### Placement view

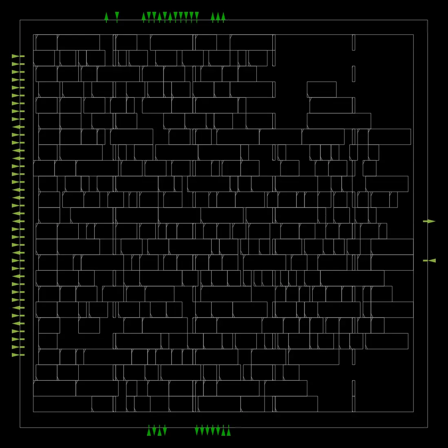
### Port wiring

Bar = 20 microns.
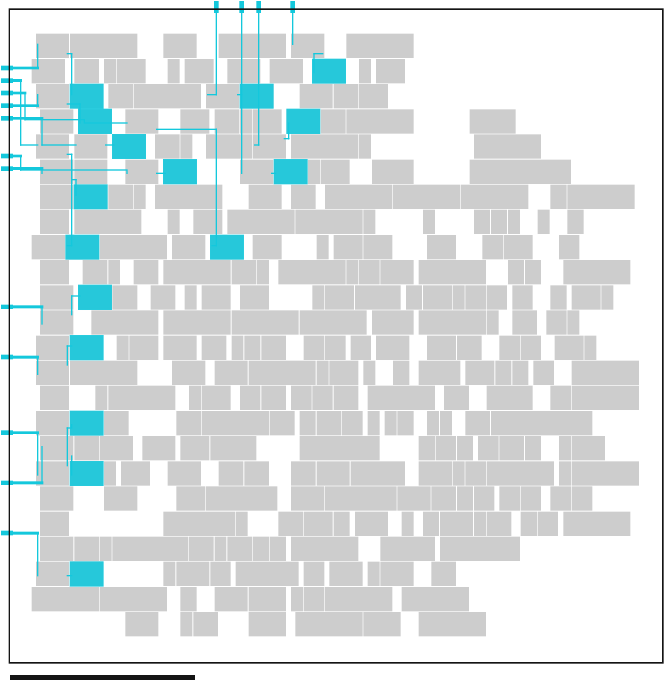
### PDN straps and rails

Bar = 20 microns. Pins as bars on the die edge. Tap cells in gray.
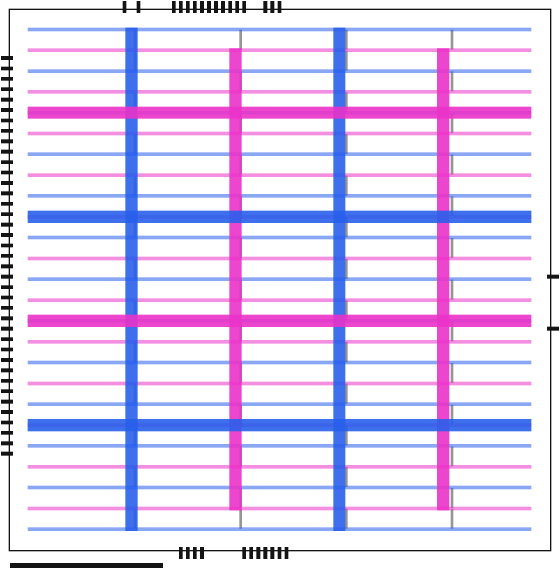
### Placement by cell class

Fill, decap, tap and diode cells in gray.
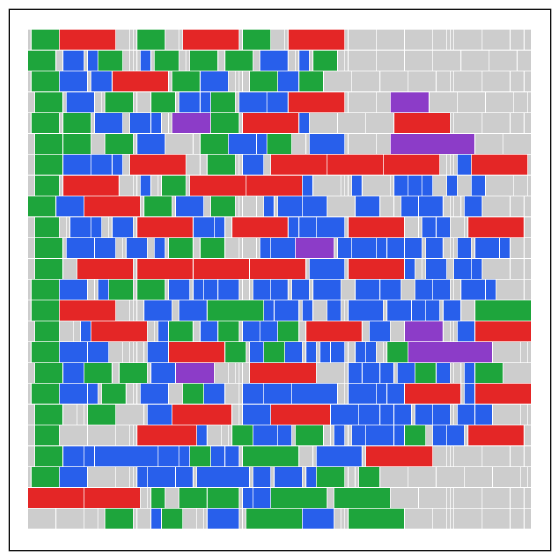
### Signal metal coverage by tile

The die is cut into 14 by 14 equal tiles; dark blue is low, red is high, scaled to the fullest tile. Values are wire area over tile area, all layers added.
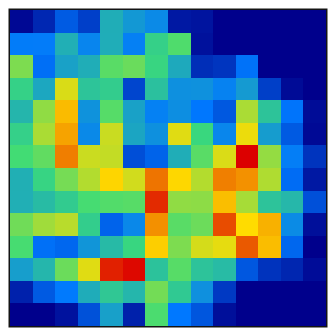
<file path="config.mk">
export PLATFORM = sky130hd
export DESIGN_NAME = uart_massiv_tx_arbiter
export DESIGN_NICKNAME = d
export VERILOG_FILES = /design/src/rtl/uart_massiv_tx_arbiter.sv
export SDC_FILE = /design/constraint.sdc
export NUM_CORES = 1
export LEC_CHECK = 0
export CORE_MARGIN = 2
export CORE_UTILIZATION = 45
export CTS_CLUSTER_SIZE = 8
export DETAILED_ROUTE_END_ITERATION = 12
export PLACE_DENSITY = 0.83
export SETUP_SLACK_MARGIN = 0.4
export SYNTH_ARGS = -nofsm -noshare
export SYNTH_HDL_FRONTEND = slang
export SYNTH_SLANG_ARGS = --single-unit
</file>
<file path="constraint.sdc">
create_clock -name IN_CLOCK -period 2.4 [get_ports IN_CLOCK]
set_input_delay 0.72 -clock IN_CLOCK [delete_from_list [all_inputs] [get_ports IN_CLOCK]]
set_output_delay 0.72 -clock IN_CLOCK [all_outputs]
set_load 0.05 [all_outputs]
</file>
<file path="src/rtl/uart_massiv_tx_arbiter.sv">
// Round-robin arbiter and launch sequencer for two requesters sharing one
// UART_TX_RX_MASSIV transmit port group.
//
// state     | meaning
// IDLE      | no grant held; arbitrate on request levels
// LOAD      | grant held, array latched; wait for the transmitter to go idle
// LAUNCH    | one-cycle launch pulse, timeout counter cleared
// WAIT_DONE | waiting for the done strobe or the timeout
// FINISH    | one-cycle done/error pulse to the owner, grant released
module uart_massiv_tx_arbiter #(
  parameter int NUM_OF_DATA_BITS_IN_PACK = 8,
  parameter int TX_MASSIV_DEEP           = 2,
  parameter int TX_MASSIV_DEEP_LOG_2     = $clog2(TX_MASSIV_DEEP),
  parameter int DONE_TIMEOUT_CYCLES      = 65535
) (
  input  logic                                                IN_CLOCK,
  input  logic                                                IN_RESET,
  input  logic                                                IN_REQ_A,
  input  logic [NUM_OF_DATA_BITS_IN_PACK*TX_MASSIV_DEEP-1:0]  IN_DATA_A,
  input  logic [TX_MASSIV_DEEP_LOG_2:0]                       IN_NUM_A,
  output logic                                                OUT_BUSY_A,
  output logic                                                OUT_DONE_A,
  output logic                                                OUT_ERR_A,
  input  logic                                                IN_REQ_B,
  input  logic [NUM_OF_DATA_BITS_IN_PACK*TX_MASSIV_DEEP-1:0]  IN_DATA_B,
  input  logic [TX_MASSIV_DEEP_LOG_2:0]                       IN_NUM_B,
  output logic                                                OUT_BUSY_B,
  output logic                                                OUT_DONE_B,
  output logic                                                OUT_ERR_B,
  output logic [NUM_OF_DATA_BITS_IN_PACK*TX_MASSIV_DEEP-1:0]  OUT_TX_DATA_MASSIV,
  output logic [TX_MASSIV_DEEP_LOG_2:0]                       OUT_TX_NUMBER_OF_PACKS_TO_SEND,
  output logic                                                OUT_TX_LAUNCH,
  input  logic                                                IN_TX_ACTIVE,
  input  logic                                                IN_TX_DONE,
  output logic                                                OUT_LAST_GRANT
);

  localparam int DW = NUM_OF_DATA_BITS_IN_PACK * TX_MASSIV_DEEP;
  localparam int NW = TX_MASSIV_DEEP_LOG_2 + 1;
  localparam int CW = $clog2(DONE_TIMEOUT_CYCLES + 1);
  localparam logic [NW-1:0] MAX_NUM  = NW'(TX_MASSIV_DEEP);
  localparam logic [CW-1:0] TMO_LAST = CW'(DONE_TIMEOUT_CYCLES - 1);

  typedef enum logic [2:0] {IDLE, LOAD, LAUNCH, WAIT_DONE, FINISH} state_t;

  state_t          state_q, state_d;
  logic [DW-1:0]   data_q, data_d;
  logic [NW-1:0]   num_q, num_d;
  logic [CW-1:0]   cnt_q, cnt_d;
  logic            last_grant_q, last_grant_d;
  logic            owner_q, owner_d;
  logic            err_q, err_d;
  logic            grant_a, grant_b;
  logic [NW-1:0]   num_sel;

  always_ff @(posedge IN_CLOCK) begin
    if (IN_RESET) begin
      state_q      <= IDLE;
      data_q       <= '0;
      num_q        <= '0;
      cnt_q        <= '0;
      last_grant_q <= 1'b1;
      owner_q      <= 1'b0;
      err_q        <= 1'b0;
    end else begin
      state_q      <= state_d;
      data_q       <= data_d;
      num_q        <= num_d;
      cnt_q        <= cnt_d;
      last_grant_q <= last_grant_d;
      owner_q      <= owner_d;
      err_q        <= err_d;
    end
  end

  always_comb begin
    state_d      = state_q;
    data_d       = data_q;
    num_d        = num_q;
    cnt_d        = cnt_q;
    last_grant_d = last_grant_q;
    owner_d      = owner_q;
    err_d        = err_q;
    // On a tie, B wins only when A was the previous winner.
    grant_b      = IN_REQ_B & (~IN_REQ_A | ~last_grant_q);
    grant_a      = IN_REQ_A & ~grant_b;
    num_sel      = grant_b ? IN_NUM_B : IN_NUM_A;
    case (state_q)
      IDLE: begin
        if (grant_a | grant_b) begin
          owner_d      = grant_b;
          last_grant_d = grant_b;
          data_d       = grant_b ? IN_DATA_B : IN_DATA_A;
          num_d        = num_sel;
          if ((num_sel == '0) || (num_sel > MAX_NUM)) begin
            err_d   = 1'b1;
            state_d = FINISH;
          end else begin
            err_d   = 1'b0;
            state_d = LOAD;
          end
        end
      end
      LOAD: begin
        if (!IN_TX_ACTIVE) state_d = LAUNCH;
      end
      LAUNCH: begin
        cnt_d   = '0;
        state_d = WAIT_DONE;
      end
      WAIT_DONE: begin
        cnt_d = cnt_q + CW'(1);
        if (IN_TX_DONE) begin
          err_d   = 1'b0;
          state_d = FINISH;
        end else if (cnt_q == TMO_LAST) begin
          err_d   = 1'b1;
          state_d = FINISH;
        end
      end
      FINISH:  state_d = IDLE;
      default: state_d = IDLE;
    endcase
  end

  logic busy;
  logic fin;
  assign busy = (state_q != IDLE);
  assign fin  = (state_q == FINISH);

  assign OUT_BUSY_A                     = busy & ~owner_q;
  assign OUT_BUSY_B                     = busy & owner_q;
  assign OUT_DONE_A                     = fin & ~err_q & ~owner_q;
  assign OUT_ERR_A                      = fin & err_q & ~owner_q;
  assign OUT_DONE_B                     = fin & ~err_q & owner_q;
  assign OUT_ERR_B                      = fin & err_q & owner_q;
  assign OUT_TX_LAUNCH                  = (state_q == LAUNCH);
  assign OUT_TX_DATA_MASSIV             = data_q;
  assign OUT_TX_NUMBER_OF_PACKS_TO_SEND = num_q;
  assign OUT_LAST_GRANT                 = last_grant_q;

endmodule
</file>
==> out/writeup.txt <==
The most critical setup path has its startpoint at state_q[2]$_SDFFE_PP0P_. The run gives 0.168 for the share of post-route cells with drive strength above 1. The highest routed metal layer was met4. The run finished with clean final reports. For this run, the top clock speed supported by timing is 503 MHz.

The critical path's slowest cell was sky130_fd_sc_hd__dfxtp_4. The yosys stat chip area was 1990 sq um; the multi-input combinational area share was 0.393. The clock reaches the later pin of the worst-skew pair after 0.30 ns. Synthesis handed over a netlist of 232 instances. Logged for this run, the post-placement worst setup slack is 0.0314 ns. In the per-layer breakdown of the detailed-route log, met1 shows 2.14 mm. With the data arrival time of the worst path at 1.27 ns, the flip-flop and latch share of the layout cell area is 0.268.

The clock sink total was 40; the final standard cell area without fillers was 3030 sq um. The run gives 0.269 for the fraction of area in non-clock buffers. STA lists the endpoint of the worst register-to-register path as cnt_q[14]$_SDFFE_PP0P_. The via density per instance was 5.45; the x dimension of the die was 70.5 microns. The power density of the placed cells was 769 nW/um^2; the area occupied by multi-input gates was 1190 sq um.

In the finished design the tool counted flip-flops and latches totalling 40. The timing report shows the most common cell along the critical path to be sky130_fd_sc_hd__buf_4. The post-synthesis sequential element count is 40.

The share of the cycle needed by the critical path after routing was 0.829. The total met3 wirelength after detailed routing was 399 microns. The largest fanout on the critical path is 7, and the via total after detailed routing is 1939. The tightest min-delay check is of the register to register type. Once placement finished, the instance area stood at 2800 sq um. The run gives 0 as the number of setup violations in the final report. The logs give 1.18 nW for the leakage power and 2.33 mW for the overall power after layout.

Adding up every negative setup slack in the final design gives 0 ns. The smallest hold slack was 0.492 ns. The area fraction of the dominant cell type after synthesis works out to 0.402. For the number of nets in the final layout, the log shows 348. The hold violation total from the final report came out at 0.

For this run, design rule violations remaining after detail routing come to 0. The synthesis report names the predominant flop master as sky130_fd_sc_hd__dfxtp_1.
-- 'Placement view' (at the start) --
count of inserted tapcells: 52
number of standard cells in the layout, taps in and fillers out: 356
utilization after layout: 0.706
number of standard-cell rows in the floorplan: 24

-- 'Port wiring' (at the start) --
legend:
  IN_DATA_A:
    color: cyan
    bits: 16
    direction: input
    edge: 12 left, 4 top
    end_cells: 16
    buffers: 16
    wire: 199 microns

-- 'PDN straps and rails' (at the start) --
legend:
  VSS:
    color: blue
  VDD:
    color: magenta
rows: 24
tap cells: 52

-- 'Placement by cell class' (at the start) --
legend:
  clock drivers and dummy loads:
    color: purple
    cells: 7
  registers:
    color: red
    cells: 40
  remaining logic cells:
    color: blue
    cells: 177
  remaining buffers and delay cells:
    color: green
    cells: 80

-- 'Signal metal coverage by tile' (at the start) --
emptiest ninth of the die: top right
fullest tile: 0.44
mean over tiles: 0.16
nearly empty tiles: 14%
tiles over half the peak: 33%

cells in the mapped netlist, types with 2 or more instances:
master / instances
sky130_fd_sc_hd__xor2_1: 7
sky130_fd_sc_hd__a21oi_1: 7
sky130_fd_sc_hd__nor4_1: 4
sky130_fd_sc_hd__nor2_1: 37
sky130_fd_sc_hd__buf_2: 4
sky130_fd_sc_hd__nor2b_1: 2
sky130_fd_sc_hd__nand4_1: 5
sky130_fd_sc_hd__a31oi_1: 3
sky130_fd_sc_hd__nand2_1: 10
sky130_fd_sc_hd__nand2b_1: 2
sky130_fd_sc_hd__nor3_1: 7
sky130_fd_sc_hd__clkbuf_1: 10
sky130_fd_sc_hd__mux2i_1: 19
sky130_fd_sc_hd__ha_1: 2
sky130_fd_sc_hd__inv_1: 5
sky130_fd_sc_hd__dfxtp_1: 40
sky130_fd_sc_hd__a221o_1: 2
sky130_fd_sc_hd__nand3_1: 10
sky130_fd_sc_hd__a21boi_0: 2
sky130_fd_sc_hd__or3_1: 7
sky130_fd_sc_hd__and3_1: 2
sky130_fd_sc_hd__xnor2_1: 4
sky130_fd_sc_hd__o21ai_0: 4
sky130_fd_sc_hd__a22oi_1: 2
sky130_fd_sc_hd__a211oi_1: 19
sequential cells by signal, indices dropped and copies added (netlist names):
name / count
owner_q: 1
cnt_q: 16
state_q: 3
err_q: 1
OUT_TX_DATA_MASSIV: 16
OUT_TX_NUMBER_OF_PACKS_TO_SEND: 2
OUT_LAST_GRANT: 1
repair_timing:
action | 4_1_cts | 5_1_grt
pin swaps | 1 | 4
buffers inserted | 5 | 2
gates resized | 29 | 13
endpoints found under the setup margin | 27 | 9
power breakdown:
group / internal [mW] / switching, mW
clock: 0.409 / 0.240
combinational: 0.331 / 0.538
sequential: 0.748 / 0.0667
Power is estimated from default activity; no workload was simulated.
